`src/rtl/wavelet_pkg.sv`:
```
// Shared constants and types for the wavelet squash/unsquash datapath.
package wavelet_pkg;

   localparam int unsigned DEF_DATA_W = 8;
   localparam int unsigned LIFT_SHIFT = 2;

   typedef enum logic [1:0] {
      IDLE      = 2'd0,
      SEND_EVEN = 2'd1,
      SEND_ODD  = 2'd2
   } pair_state_e;

endpackage

```
`src/rtl/wavelet_unsquash_if.sv`:
```
// Coefficient-in / pixel-out handshake bundle for the unsquash block.
interface wavelet_unsquash_if #(
   parameter int unsigned DATA_W = wavelet_pkg::DEF_DATA_W
) ();

   logic              in_valid;
   logic              in_ready;
   logic [DATA_W-1:0] in_l;
   logic [DATA_W-1:0] in_h;
   logic              out_valid;
   logic              out_ready;
   logic [DATA_W-1:0] out_data;
   logic              out_last;

   modport master (
      output in_valid, in_l, in_h, out_ready,
      input  in_ready, out_valid, out_data, out_last
   );

   modport slave (
      input  in_valid, in_l, in_h, out_ready,
      output in_ready, out_valid, out_data, out_last
   );

endinterface

```
`src/rtl/wavelet_unsquash_lift.sv`:
```
// Two-stage inverse lifting pipeline: S1 holds L, H, H>>shift; S2 holds even and H.
module wavelet_unsquash_lift
   import wavelet_pkg::*;
#(
   parameter int unsigned DATA_W = DEF_DATA_W
) (
   input  logic              clk,
   input  logic              rst,
   input  logic              in_valid,
   input  logic [DATA_W-1:0] in_l,
   input  logic [DATA_W-1:0] in_h,
   input  logic              take,
   output logic              in_ready_c,
   output logic              s2_valid,
   output logic [DATA_W-1:0] s2_even,
   output logic [DATA_W-1:0] s2_h
);

   logic              v1_q, v1_d, v2_q, v2_d;
   logic [DATA_W-1:0] l_q, l_d, h_q, h_d, hs_q, hs_d;
   logic [DATA_W-1:0] even_q, even_d, h2_q, h2_d;
   logic              s1_adv_c, accept_c;

   always_comb begin
      v1_d   = v1_q;
      l_d    = l_q;
      h_d    = h_q;
      hs_d   = hs_q;
      v2_d   = v2_q;
      even_d = even_q;
      h2_d   = h2_q;

      s1_adv_c   = v1_q && (!v2_q || take);
      in_ready_c = !rst && (!v1_q || s1_adv_c);
      accept_c   = in_valid && in_ready_c;

      if (accept_c) begin
         v1_d = 1'b1;
         l_d  = in_l;
         h_d  = in_h;
         hs_d = in_h >> LIFT_SHIFT;
      end else if (s1_adv_c) begin
         v1_d = 1'b0;
      end

      // even = L - (H >> shift); H passes through for the odd reconstruction
      if (s1_adv_c) begin
         v2_d   = 1'b1;
         even_d = l_q - hs_q;
         h2_d   = h_q;
      end else if (take) begin
         v2_d = 1'b0;
      end
   end

   always_ff @(posedge clk) begin
      if (rst) begin
         v1_q   <= 1'b0;
         l_q    <= '0;
         h_q    <= '0;
         hs_q   <= '0;
         v2_q   <= 1'b0;
         even_q <= '0;
         h2_q   <= '0;
      end else begin
         v1_q   <= v1_d;
         l_q    <= l_d;
         h_q    <= h_d;
         hs_q   <= hs_d;
         v2_q   <= v2_d;
         even_q <= even_d;
         h2_q   <= h2_d;
      end
   end

   assign s2_valid = v2_q;
   assign s2_even  = even_q;
   assign s2_h     = h2_q;

endmodule

```
`src/rtl/wavelet_unsquash.sv`:
```
// Inverse integer lifting: (L, H) coefficient pairs in, even/odd pixel stream out.
module wavelet_unsquash
   import wavelet_pkg::*;
#(
   parameter int unsigned DATA_W         = DEF_DATA_W,
   parameter int unsigned PAIRS_PER_LINE = 32
) (
   input  logic                  clk,
   input  logic                  rst,
   wavelet_unsquash_if.slave     bus
);

   localparam int unsigned CNT_W = (PAIRS_PER_LINE > 1) ? $clog2(PAIRS_PER_LINE) : 1;
   localparam logic [CNT_W-1:0] CNT_MAX = CNT_W'(PAIRS_PER_LINE - 1);

   pair_state_e       state_q, state_d;
   logic [DATA_W-1:0] odd_q, odd_d, data_q, data_d;
   logic              last_q, last_d;
   logic [CNT_W-1:0]  cnt_q, cnt_d;

   logic              s2_valid;
   logic [DATA_W-1:0] s2_even, s2_h;
   logic              in_ready_c, p_load_c;

   wavelet_unsquash_lift #(.DATA_W(DATA_W)) u_lift (
      .clk        (clk),
      .rst        (rst),
      .in_valid   (bus.in_valid),
      .in_l       (bus.in_l),
      .in_h       (bus.in_h),
      .take       (p_load_c),
      .in_ready_c (in_ready_c),
      .s2_valid   (s2_valid),
      .s2_even    (s2_even),
      .s2_h       (s2_h)
   );

   // P reloads on the same edge the odd pixel leaves, keeping output gap-free
   assign p_load_c = s2_valid &&
                     ((state_q == IDLE) || ((state_q == SEND_ODD) && bus.out_ready));

   always_comb begin
      state_d = state_q;
      odd_d   = odd_q;
      data_d  = data_q;
      last_d  = last_q;
      cnt_d   = cnt_q;

      unique case (state_q)
         IDLE: begin
            if (p_load_c) state_d = SEND_EVEN;
         end
         SEND_EVEN: begin
            if (bus.out_ready) begin
               state_d = SEND_ODD;
               data_d  = odd_q;
               last_d  = (cnt_q == CNT_MAX);
            end
         end
         SEND_ODD: begin
            if (bus.out_ready) begin
               state_d = p_load_c ? SEND_EVEN : IDLE;
               last_d  = 1'b0;
               cnt_d   = (cnt_q == CNT_MAX) ? '0 : cnt_q + CNT_W'(1);
            end
         end
         default: state_d = IDLE;
      endcase

      // odd = H + even, formed as the pair enters P
      if (p_load_c) begin
         data_d = s2_even;
         odd_d  = s2_h + s2_even;
         last_d = 1'b0;
      end
   end

   always_ff @(posedge clk) begin
      if (rst) begin
         state_q <= IDLE;
         odd_q   <= '0;
         data_q  <= '0;
         last_q  <= 1'b0;
         cnt_q   <= '0;
      end else begin
         state_q <= state_d;
         odd_q   <= odd_d;
         data_q  <= data_d;
         last_q  <= last_d;
         cnt_q   <= cnt_d;
      end
   end

   assign bus.in_ready  = in_ready_c;
   assign bus.out_valid = (state_q != IDLE);
   assign bus.out_data  = data_q;
   assign bus.out_last  = last_q;

endmodule
```
`src/flat_wrapper.sv`:
```
// flat-port wrapper written by rule: the top's interface ports become plain ports
module wavelet_unsquash_flat import wavelet_pkg::*;
#(
   parameter int unsigned DATA_W         = DEF_DATA_W,
   parameter int unsigned PAIRS_PER_LINE = 32
)
  (clk, rst, bus_in_valid, bus_in_l, bus_in_h, bus_out_ready, bus_in_ready, bus_out_valid, bus_out_data, bus_out_last);
  wavelet_unsquash_if #(.DATA_W(DATA_W)) bus_i ();
  input  logic clk;
  input  logic rst;
  input wire logic [$bits(bus_i.in_valid)-1:0] bus_in_valid;
  input wire logic [$bits(bus_i.in_l)-1:0] bus_in_l;
  input wire logic [$bits(bus_i.in_h)-1:0] bus_in_h;
  input wire logic [$bits(bus_i.out_ready)-1:0] bus_out_ready;
  output wire logic [$bits(bus_i.in_ready)-1:0] bus_in_ready;
  output wire logic [$bits(bus_i.out_valid)-1:0] bus_out_valid;
  output wire logic [$bits(bus_i.out_data)-1:0] bus_out_data;
  output wire logic [$bits(bus_i.out_last)-1:0] bus_out_last;
  assign bus_i.in_valid = bus_in_valid;
  assign bus_i.in_l = bus_in_l;
  assign bus_i.in_h = bus_in_h;
  assign bus_i.out_ready = bus_out_ready;
  assign bus_in_ready = bus_i.in_ready;
  assign bus_out_valid = bus_i.out_valid;
  assign bus_out_data = bus_i.out_data;
  assign bus_out_last = bus_i.out_last;
  wavelet_unsquash #(.DATA_W(DATA_W), .PAIRS_PER_LINE(PAIRS_PER_LINE)) u_core (.clk(clk), .rst(rst), .bus(bus_i));
endmodule
```
`config.mk`:
```
export PLATFORM = sky130hd
export DESIGN_NAME = wavelet_unsquash_flat
export DESIGN_NICKNAME = d
export VERILOG_FILES = /design/src/rtl/wavelet_pkg.sv /design/src/rtl/wavelet_unsquash_if.sv /design/src/rtl/wavelet_unsquash_lift.sv /design/src/rtl/wavelet_unsquash.sv /design/src/flat_wrapper.sv
export SDC_FILE = /design/constraint.sdc
export NUM_CORES = 1
export LEC_CHECK = 0
export ABC_AREA = 1
export CELL_PAD_IN_SITES_DETAIL_PLACEMENT = 1
export CELL_PAD_IN_SITES_GLOBAL_PLACEMENT = 1
export CORE_ASPECT_RATIO = 1.5
export CORE_MARGIN = 2
export CORE_UTILIZATION = 42
export CTS_CLUSTER_DIAMETER = 200
export DETAILED_ROUTE_END_ITERATION = 16
export GPL_ROUTABILITY_DRIVEN = 0
export GPL_TIMING_DRIVEN = 1
export PLACE_DENSITY = 0.76
export SYNTH_ARGS = -nofsm -noshare
export SYNTH_HDL_FRONTEND = slang
export SYNTH_SLANG_ARGS = --single-unit
```
`constraint.sdc`:
```
create_clock -name clk -period 1.9 [get_ports clk]
set_clock_uncertainty 0.05 [all_clocks]
set_input_delay 0.38 -clock clk [delete_from_list [all_inputs] [get_ports clk]]
set_output_delay 0.38 -clock clk [all_outputs]
set_load 0.05 [all_outputs]
```
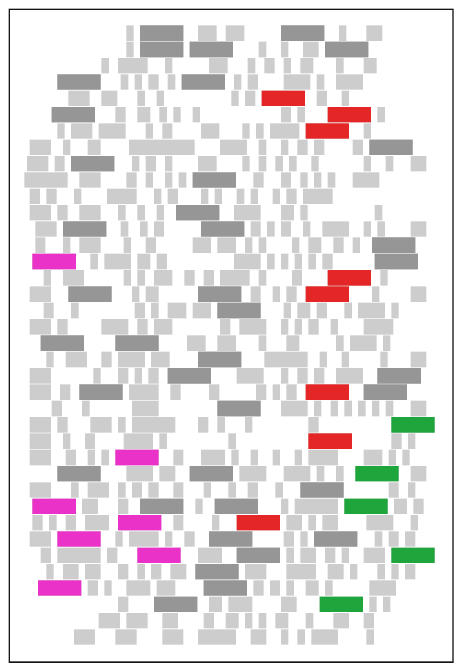
run_1/registers.png
Drawn at 6 px/um. Other sequential cells in the stronger grey, the rest of the logic in the fainter grey.
u_core.u_lift.h_q: in magenta, flops 7, where lower left. u_core.cnt_q: in green, flops 5, where lower right. u_core.odd_q: in red, flops 8.
Another 38 sequential cells are not coloured.
final core utilization: 0.510
Register Area: 1160 um^2
seq pwr: 1.30 mW

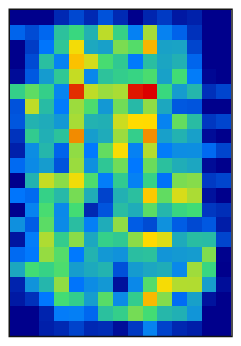
run_1/wire_density.png
Drawn at 3 px/um. 15 x 22 tiles, from dark blue (low) to red (high), scaled to the fullest tile. Values are wire area over tile area, all layers added.
24% of the tiles are over half the peak. The fullest tile reaches 0.39. 10% of the tiles are nearly empty. The mean over all tiles is 0.13.
WL per Instance: 13.2 um
via count: 2,602
gr usage total: 0.193

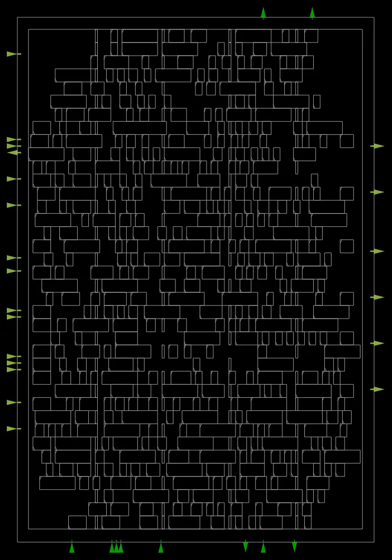
run_1/final_placement.png
Flops: 58
Well Taps: 80
# fillers: 881
site row count: 38

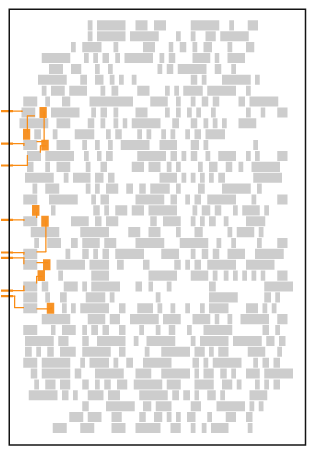
run_1/port_nets.png
Drawn at 4 px/um.
bus_in_l: in orange, bits 8, direction input, end cells 8, buffers 8, wire 73.6 um.
IO Pins: 31
IO Port Bufs: 30

==> results.toml, run 1 <==
# flow metrics
[status]
outcome = "finished, final reports clean"

[floorplan]
die_w_um = 73.7
die.size.y_um = 109
die-area_um2 = 8000
fp_util = 0.429

[power_and_ir_drop]
p_switching_mw = 0.784
cellLeakagePower_nw = 1.72
p_total_mw = 2.90
power-per-cell-area_nw_per_um2 = 796
combPwrFrac = 0.143
vdd_ir_drop_max_uv = 383
power_frac_seq = 0.450
swShare = 0.271
p_int_mw = 2.11

[synthesis]
ys_cells = 391
synth_seq_share = 0.379
synth.distinct_cells = 39
syn_nets = 428
ff_type = "dfxtp_1"
edf_count = 0
ys_area_um2 = 3060
avgSynthCellArea_um2 = 7.83
ys_ff = 58
top_area_frac = 0.379

[final_layout]
antenna_cells = 0
fin_area_um2 = 3640
syn_to_final_growth_pct = 18.8
fin_nets = 465

[clock_tree]
clock-sinks = 58
clk_latency_ns = 0.34
numCtsBuffers = 9
cts_hold_buf = 0
ctsRootBufferMaster = "clkbuf_8"
cts_buffer_depth = 2

[timing]
relSlewSlack = 0.791
rsz0062_at_grt = "false"
fin_crit_sh = 0.896
fmax_mhz = 587
slew_violations = 0
layout_setup_ws_ns = 0.197
hold_viol = 0
min_period_ns = 1.70
setup_viol = 0

[route]
drcViolationCount = 0
wirelength_um = 6790
dr.first_iter.drc_count = 57
ant_nets = 0

[critical_path]
required_ns = 1.47
crit_type = "flop to output pin"
ff2ff_setup_slack_ns = 0.21
r2r_start = "u_core.u_lift.h_q[4]"
startpoint_type = "flop"
r2r_cells = 10
arrival_ns = 1.27
crit_end = "bus_in_ready"
end_kind = "output pin"
startpoint = "u_core.state_q[1]"

[global_routing]
grt_use_met3 = 0.0531
grt.overflow.total = 0
antenna_found_initial = 0
busiest_layer = "met2"
first_global_vias = 2664
met1_usage = 0.207

[placed_design]
placed_cell_area_um2 = 3410
hpwl_um = 5040
pre_cts_slack_ns = -0.0435

[flow_run]
drv_cap = 0
openroad.warnings = 26

[worst_hold_path]
min_path_type = "input port to flop"
min_to = "u_core.state_q[1]"
==> run 1: synthesized netlist by cell type (4+ instances only) <==
| library cell | count |
|---|---|
| nand2_1 | 94 |
| dfxtp_1 | 58 |
| nand3_1 | 42 |
| inv_1 | 40 |
| a21oi_1 | 25 |
| nor2_1 | 23 |
| ha_1 | 15 |
| nand3_2 | 10 |
| o21ai_0 | 9 |
| o211ai_2 | 8 |
| a21oi_2 | 6 |
| buf_2 | 6 |
| nand2_2 | 6 |
| o21ai_2 | 5 |
| inv_2 | 4 |
| nor3_1 | 4 |
==> run 1: through the flow <==
stage | setup TNS, ns | hold slack, ns | cells
detailed placement | -0.0435 | 0.405 | 495
finish | 0 | 0.368 | 513
CTS | 0 | 0.415 | 512
global route | 0 | 0.371 | 513
floorplan | 0 | 0.385 | 391
global placement | -0.0191 | 0.400 | 495
==> run 1: worst max-delay path, stage by stage, from the launching register on <==
cell,delay [ns]
dfxtp_1,0.38
nand2_2,0.10
nand2_4,0.08
nand3_4,0.08
nand2_4,0.11
inv_8,0.04
buf_12,0.13
==> run 1: cells in the final DEF, fill, tap and decap left out, types with 2 or more instances in the layout <==
cell and instances:
o21ai_0 9, clkdlybuf4s50_1 18, nor3_1 4, nand4_1 3
inv_2 4, o21ai_1 2, or2_2 2, o211ai_2 8
inv_8 2, xor2_1 2, inv_1 40, clkinv_2 3
a21oi_1 25, buf_12 2, o21ai_2 5, a21oi_2 6
nand2_4 3, xnor2_1 3, clkbuf_8 11, dfxtp_1 58
fa_1 2, nand3_2 10, buf_4 20, nand2_1 94
nand2_2 5, nand3_1 42, nor2_1 23, ha_1 15
==> run 1: cells by family after synthesis <==
logic type               after synthesis  synth area share
adder cells (fa/ha/maj)               17            0.0744
XOR/XNOR                               5            0.0143
AND-OR/OR-AND                         57             0.128
buffers and inverters                 61            0.0997
AND/OR/NAND/NOR                      192             0.302
multiplexers                           1           0.00327
flip-flops                            58             0.379
==> run 1: state kept, by name (all words and copies together) (netlist names) <==
signal                  cells
u_core.odd_q                8
u_core.u_lift.l_q           8
u_core.state_q              2
u_core.bus.out_data         8
u_core.u_lift.s2_even       8
u_core.u_lift.s2_h          8
u_core.u_lift.v1_q          1
u_core.u_lift.s2_valid      1
u_core.u_lift.hs_q          1
u_core.cnt_q                5
u_core.u_lift.h_q           7
u_core.bus.out_last         1
==> run 1: cell type report <==
cell class              count  area, um^2
flip-flops and latches     58        1160
clock inverters             5        52.6
fillers                   881        3500
repair buffers             41         383
clock buffers              11         151
inverters                  46         188
well taps                  80         100
multi-input cells         272        1600
==> run 1: what timing repair did <==
item | CTS | global route
setup endpoints to repair | 1 | 1
setup buffers | 1 | 1
cloned | 0 | 0
pin swaps | 0 | 1
gates resized | 0 | 2
==> run 1: power by group through the flow <==
stage                     clock, mW  combinational [mW]  sequential, mW
after floorplan                   0               0.297            1.33
after global placement            0               0.401            1.33
after detailed placement          0               0.413            1.33
after CTS                      1.22               0.421            1.30
after global routing           1.27               0.477            1.31
final                          1.18               0.415            1.30
==> run 2, diff against run 1 <==
==> constraint.sdc (replaced) <==
create_clock -name clk -period 1.9 [get_ports clk]
set_clock_uncertainty 0.05 [all_clocks]
set_input_delay 0.38 -clock clk [delete_from_list [all_inputs] [get_ports clk]]
set_output_delay 0.38 -clock clk [all_outputs]
set_load 0.1 [all_outputs]
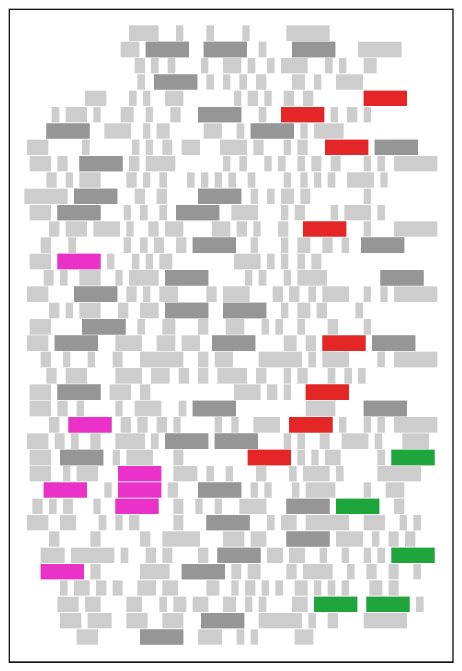
run_2/registers.png
Drawn at 6 px/um. Other sequential cells in the stronger grey, the rest of the logic in the fainter grey.
u_core.odd_q: in red, flops 8. u_core.cnt_q: in green, flops 5, where lower right. u_core.u_lift.h_q: in magenta, flops 7, where lower left.
final core utilization: 0.522
fraction of area in registers: 0.312

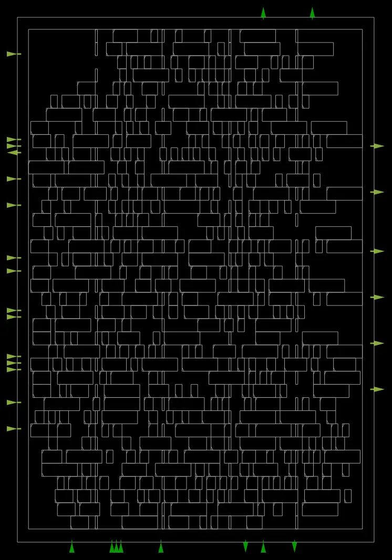
run_2/final_placement.png
CORE AREA: 7130 um^2
post-route insts no fill: 513

==> results.toml, run 2 <==
# flow metrics
[critical_path]
startpoint = "u_core.state_q[1]"
crit_type = "flop to output pin"
startpoint_type = "flop"
slowest_delay_ns = 0.38
critPathSlowestCell = "dfxtp_1"
critPathMaxFanout = 5
cpMostUsedCell = "nand2_2"
crit_chain = "nand2_2 -> nand2_2 -> nand3_4 -> nand2_4 -> inv_8 -> buf_12"
end_kind = "output pin"
r2r_start = "u_core.u_lift.h_q[4]"
arrival_ns = 1.33
required_ns = 1.47

[timing]
tightest_slew_ns = 0.297
relSlewSlack = 0.802
slew_violations = 0
layout_setup_ws_ns = 0.141
hold_viol = 0
fmax_mhz = 569
fin_setup_tns_ns = 0
min_period_ns = 1.76
rsz0062_at_grt = "false"
fin_crit_sh = 0.926
setup_viol = 0

[synthesis]
avgSynthCellArea_um2 = 7.83
edf_count = 0
synth_seq_share = 0.379
ys_area_um2 = 3060
ys_cells = 391
ys_ff = 58
synthTopCellsByArea = "dfxtp_1, nand2_1, nand3_1"
yosys_warnings = 0
ff_type = "dfxtp_1"
async_flop_share = 0
synth.distinct_cells = 39
synthCells = 391
syn_nets = 428
most_common_cell = "nand2_1"
top_area_frac = 0.379
synthTopCellsByCount = "nand2_1, dfxtp_1, nand3_1"
top_area_cell = "dfxtp_1"
mappedNetlistArea_um2 = 3060

[final_layout]
fin_nets = 466
n_fill_cell = 894
syn_to_final_growth_pct = 21.7
antenna_cells = 0
layout_top_cell = "nand2_1"
drive_gt1_frac = 0.196
lay_top_cells = "nand2_1, dfxtp_1, nand3_1, inv_1, a21oi_1"

[global_routing]
grt.overflow.total = 0
antenna_found_initial = 0
gr-usage-all-layers = 0.196
grt_max_degree = 29
first_global_vias = 2651
grt_pass1_wl_um = 11900

[placed_design]
pre_cts_slack_ns = -0.0308
io_buffers = 30
dp_cells = 498
hpwl_um = 5200

[flow_run]
openroad.warnings = 26
drv_cap = 0

[clock_tree]
clk_latency_ns = 0.35
clock-sinks = 58
clkTransAtPathRegs_ns = 0.07
htree_levels = 3
ctsRootBufferMaster = "clkbuf_8"
cts_hold_buf = 0
cts_buffer_depth = 2
postCtsSetupBuffers = 0
cts_tree = "done"
numCtsBuffers = 9

[route]
avgRoutedWirePerCell_um = 13.1
dr.first_iter.drc_count = 93
drcViolationCount = 0
num_vias = 2599
dr.pass1.iters = 4
ant_nets = 0
wirelength_um = 6730
vias_per_cell = 5.07

[floorplan]
fp_util = 0.429
die-area_um2 = 8000
die.size.y_um = 109
num_io_pins = 31
fp-row-count = 38
die_w_um = 73.7

[status]
outcome = "finished, final reports clean"

[worst_hold_path]
hp-start = "u_core.u_lift.hs_q[5]"
min_path_type = "flop to flop"

[power_and_ir_drop]
power-per-cell-area_nw_per_um2 = 741
cellLeakagePower_nw = 1.73
vdd_ir_drop_max_uv = 401
## run 2: netlist changes by cell type in the layout (fill, tap and decap cells not counted), sizes merged
| cell | before | now |
|---|---|---|
| buf | 22 | 23 |
| bufinv | 1 | 0 |
| clkbuf | 11 | 12 |
| clkinvlp | 1 | 0 |
| dlygate4sd2 | 0 | 1 |
| dlymetal6s2s | 1 | 0 |
## run 2: power by group
group | internal [mW] | leakage (nW) | switching, mW | total (mW)
sequential | 1.27 | 0.473 | 0.0395 | 1.30
clock | 0.530 | 0.0920 | 0.490 | 1.02
combinational | 0.184 | 1.16 | 0.253 | 0.437
## run 2: cell type report
| class | instances | area, um^2 | share of cell area |
|---|---|---|---|
| clock buffers | 12 | 155 | 0.0416 |
| clock inverters | 3 | 15.0 | 0.00403 |
| inverters | 46 | 188 | 0.0504 |
| multi-input cells | 272 | 1600 | 0.428 |
| flip-flops and latches | 58 | 1160 | 0.312 |
| well taps | 80 | 100 | 0.0269 |
| repair buffers | 42 | 512 | 0.137 |
## run 2: path summary, 6_finish.rpt
path | endpoint | depth (start not counted) | slack (ns)
worst max-delay path | bus_in_ready | 6 | 0.14
worst min-delay path | u_core.u_lift.hs_q[5] | 2 | 0.41
worst max register to register | u_core.u_lift.s2_even[7] | 10 | 0.23
worst min register to register | u_core.u_lift.hs_q[5] | 2 | 0.41
## run 2: cell families (layout without fill, tap and decap cells)
family,after synthesis,in the layout,synth area share
DFF,58,58,0.379
muxes,1,1,0.00327
xor gates and xnor gates,5,5,0.0143
adders and majority gates,17,17,0.0744
buffers and inverters,61,103,0.0997
and+or+nand+nor,192,192,0.302
AOI/OAI and AO/OA,57,57,0.128
## run 2: metrics by stage
| step | hold slack [ns] | power, mW | utilization | instance area [um^2] |
|---|---|---|---|---|
| finish | 0.408 | 2.76 | 0.522 | 3730 |
| global placement | 0.400 | 1.75 | 0.499 | 3560 |
| detailed placement | 0.402 | 1.78 | 0.499 | 3560 |
| floorplan | 0.385 | 1.64 | - | 3060 |
| global route | 0.427 | 2.91 | 0.522 | 3730 |
| CTS | 0.412 | 2.80 | 0.522 | 3730 |
## run 2: critical path: cells and delay by family (launching register included)
family | cells | cell delay (ns)
buffers and inverters | 2 | 0.21
AND/OR/NAND/NOR | 4 | 0.38
flip-flops | 1 | 0.38
## run 2: timing repair
action	4_1_cts	5_1_grt
gates resized	1	0
hold endpoints to repair	0	0
endpoints found under the setup margin	1	0
## run 2: layer usage
| metal | up-vias | GRT usage | share of wire |
|---|---|---|---|
| li1 | 1346 | - | - |
| met1 | 1210 | 0.214 | 0.41 |
| met2 | 32 | 0.344 | 0.53 |
| met3 | 11 | 0.0531 | 0.028 |
| met4 | 0 | 0.0896 | 0.025 |
| met5 | - | 0 | 0 |
==> run 3, diff against run 2 <==
--- a/config.mk
+++ b/config.mk
@@ -8,14 +8,14 @@
 export ABC_AREA = 1
 export CELL_PAD_IN_SITES_DETAIL_PLACEMENT = 1
 export CELL_PAD_IN_SITES_GLOBAL_PLACEMENT = 1
-export CORE_ASPECT_RATIO = 1.5
+export CORE_ASPECT_RATIO = 0.75
 export CORE_MARGIN = 2
 export CORE_UTILIZATION = 42
 export CTS_CLUSTER_DIAMETER = 200
 export DETAILED_ROUTE_END_ITERATION = 16
-export GPL_ROUTABILITY_DRIVEN = 0
 export GPL_TIMING_DRIVEN = 1
 export PLACE_DENSITY = 0.76
+export SKIP_LAST_GASP = 1
 export SYNTH_ARGS = -nofsm -noshare
 export SYNTH_HDL_FRONTEND = slang
 export SYNTH_SLANG_ARGS = --single-unit
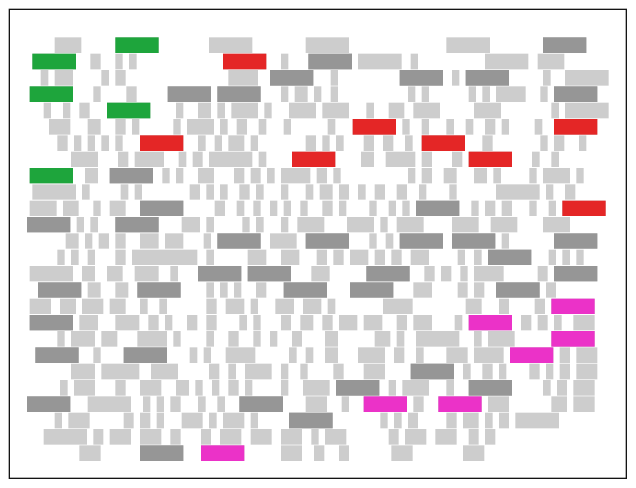
run_3/registers.png
Drawn at 6 px/um. Other sequential cells in the stronger grey, the rest of the logic in the fainter grey.
u_core.cnt_q: in green, flops 5, where upper left. u_core.u_lift.h_q: in magenta, flops 7. u_core.odd_q: in red, flops 8.
Another 38 sequential cells are not coloured.
fraction of area in registers: 0.308
final core utilization: 0.544

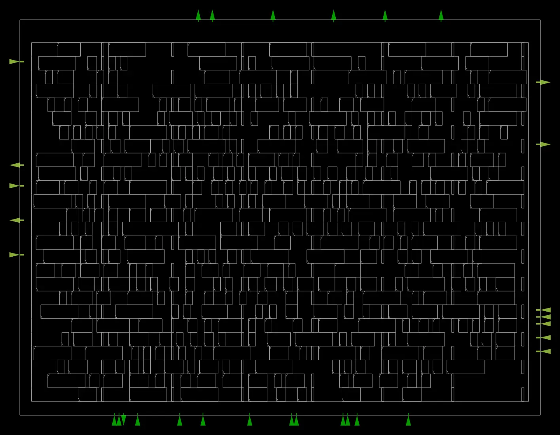
run_3/final_placement.png
Well Taps: 98
post-route insts no fill: 530
# fillers: 873
CORE AREA: 6930 um^2
site row count: 26

==> results.toml, run 3 <==
# flow metrics
[status]
outcome = "finished, final reports clean"

[synthesis]
synth.distinct_cells = 39
xor_share = 0.0143
yosys_warnings = 0
avgSynthCellArea_um2 = 7.83
yosys.area_share.adder = 0.0744
edf_count = 0
synth_seq_share = 0.379
top_area_cell = "dfxtp_1"
synthCells = 391
logic_family = "simple AND/OR/NAND/NOR gates"
top_area_frac = 0.379
ys_cells = 391
synthTopCellsByCount = "nand2_1, dfxtp_1, nand3_1"
async_flop_share = 0
synthTopCellsByArea = "dfxtp_1, nand2_1, nand3_1"
synthAoiAreaFrac = 0.128
most_common_cell = "nand2_1"
ff_type = "dfxtp_1"
synth.area.mux_share = 0.00327
ys_area_um2 = 3060
simple_gate_area_frac = 0.302
syn_nets = 428
mappedNetlistArea_um2 = 3060
ys_ff = 58

[route]
drcViolationCount = 0
avgRoutedWirePerCell_um = 13.1
dr.pass1.iters = 4
vias_per_cell = 4.95
dr.first_iter.drc_count = 76
ant_nets = 0
wirelength_um = 6970
num_vias = 2626

[clock_tree]
numCtsBuffers = 9
htree_levels = 3
postCtsSetupBuffers = 0
ctsRootBufferMaster = "clkbuf_8"
clkTransAtPathRegs_ns = 0.07
cts_tree = "done"
clk_latency_ns = 0.35
cts_hold_buf = 0
clock-sinks = 58
cts_buffer_depth = 2

[placed_design]
gp_congestion = 0.807
pre_cts_slack_ns = -0.0216
hpwl_um = 5150
io_buffers = 30

[critical_path]
r2r_start = "u_core.u_lift.s2_even[0]"
end_kind = "output pin"
ff2ff_setup_slack_ns = 0.22
worst_r2r_endpoint = "u_core.odd_q[4]"
critPathMaxFanout = 3
startpoint_type = "flop"
arrival_ns = 1.29
crit_type = "flop to output pin"
r2r_cells = 6
required_ns = 1.47

[timing]
fmax_mhz = 581
hold_viol = 0
min_period_ns = 1.72
relSlewSlack = 0.764
tightest_slew_ns = 0.353
slew_violations = 0
layout_setup_ws_ns = 0.179
fin_crit_sh = 0.906
rsz0062_at_grt = "false"
setup_viol = 0

[worst_hold_path]
min_path_type = "input port to flop"
hp-start = "bus_out_ready"
hold_depth = 4
min_to = "u_core.state_q[0]"

[flow_run]
openroad.warnings = 26
drv_cap = 0

[power_and_ir_drop]
vdd_ir_drop_max_uv = 460
power-per-cell-area_nw_per_um2 = 775
cellLeakagePower_nw = 1.73

[global_routing]
grt.overflow.total = 0
first_global_vias = 2719
grt_pass1_wl_um = 12100
antenna_found_initial = 0
grt_max_degree = 29
gr-usage-all-layers = 0.194

[final_layout]
logic_area_um2 = 1600
syn_to_final_growth_pct = 23.2
regArea_um2 = 1160
antenna_cells = 0
layout_top_cell = "nand2_1"
fin_nets = 464
lay_top_cells = "nand2_1, dfxtp_1, nand3_1, inv_1, a21oi_1"
drive_gt1_frac = 0.197

[floorplan]
die-area_um2 = 8000
die_w_um = 103
die.size.y_um = 77.9
num_io_pins = 31
fp_util = 0.442
## run 3: cell counts after synthesis
No cell type changed its count.
## run 3: per-layer routing
metal  global-route usage  vias to the layer above  routed length (um)
met1                0.237                     1237                3330
met2                0.327                       29                3300
met4               0.0653                        0                 114
met5                    0                        -                   0
li1                     -                     1345                   -
met3               0.0505                       15                 218
## run 3: cells by family after synthesis
family          count (synthesis)
fa+ha+maj                      17
buf+inv                        61
compound gates                 57
flops                          58
simple gates                  192
xor+xnor                        5
mux                             1
## run 3: worst max path at each step
stage | end | depth (start not counted) | startpoint | slack [ns]
after floorplan | bus_in_ready | 5 | rst | 0.34
after global placement | bus_in_ready | 8 | bus_out_ready | 0.02
after detailed placement | u_core.u_lift.h_q[1] | 11 | bus_out_ready | -0.02
after CTS | bus_in_ready | 8 | bus_out_ready | 0.0002
after global routing | u_core.odd_q[4] | 6 | u_core.u_lift.s2_even[0] | 0.05
final | bus_in_ready | 6 | u_core.state_q[1] | 0.18
## run 3: repair_timing
action | 4_1_cts | 5_1_grt
endpoints found under the hold margin | 0 | 0
gates resized | 0 | 1
setup endpoints to repair | 0 | 1
## run 3: per-stage QoR
| step | hold WS, ns | cell area [um^2] | setup TNS (ns) | instances | total power, mW |
|---|---|---|---|---|---|
| 3_3_place_gp | 0.402 | 3560 | 0 | 514 | 1.76 |
| 5_1_grt | 0.344 | 3770 | 0 | 530 | 3.07 |
| 6_report | 0.320 | 3770 | 0 | 530 | 2.92 |
| 3_5_place_dp | 0.411 | 3560 | -0.0216 | 514 | 1.77 |
| 2_1_floorplan | 0.385 | 3060 | 0 | 391 | 1.64 |
| 4_1_cts | 0.420 | 3770 | 0 | 530 | 2.97 |
## run 3: cell type report
class / count / share of cell area
Multi-Input combinational cell: 272 / 0.423
Clock inverter: 6 / 0.0176
Clock buffer: 10 / 0.0365
Inverter: 46 / 0.0498
Sequential cell: 58 / 0.308
Timing Repair Buffer: 40 / 0.133
Tap cell: 98 / 0.0325
## run 3: worst max-delay path: stages, from the launching register on
cell     delay, ns
dfxtp_1       0.38
nand2_2       0.09
nand2_2       0.10
nand3_4       0.09
nand2_4       0.09
inv_8         0.04
buf_12        0.15
## run 3: report_power, final
part	internal, mW	leakage, nW	switching (mW)
logic	0.183	1.16	0.256
clock network	0.640	0.0945	0.538
registers	1.26	0.473	0.0399
total	2.09	1.73	0.834
Power figures rest on the tool's default switching activity, not on a simulated workload.
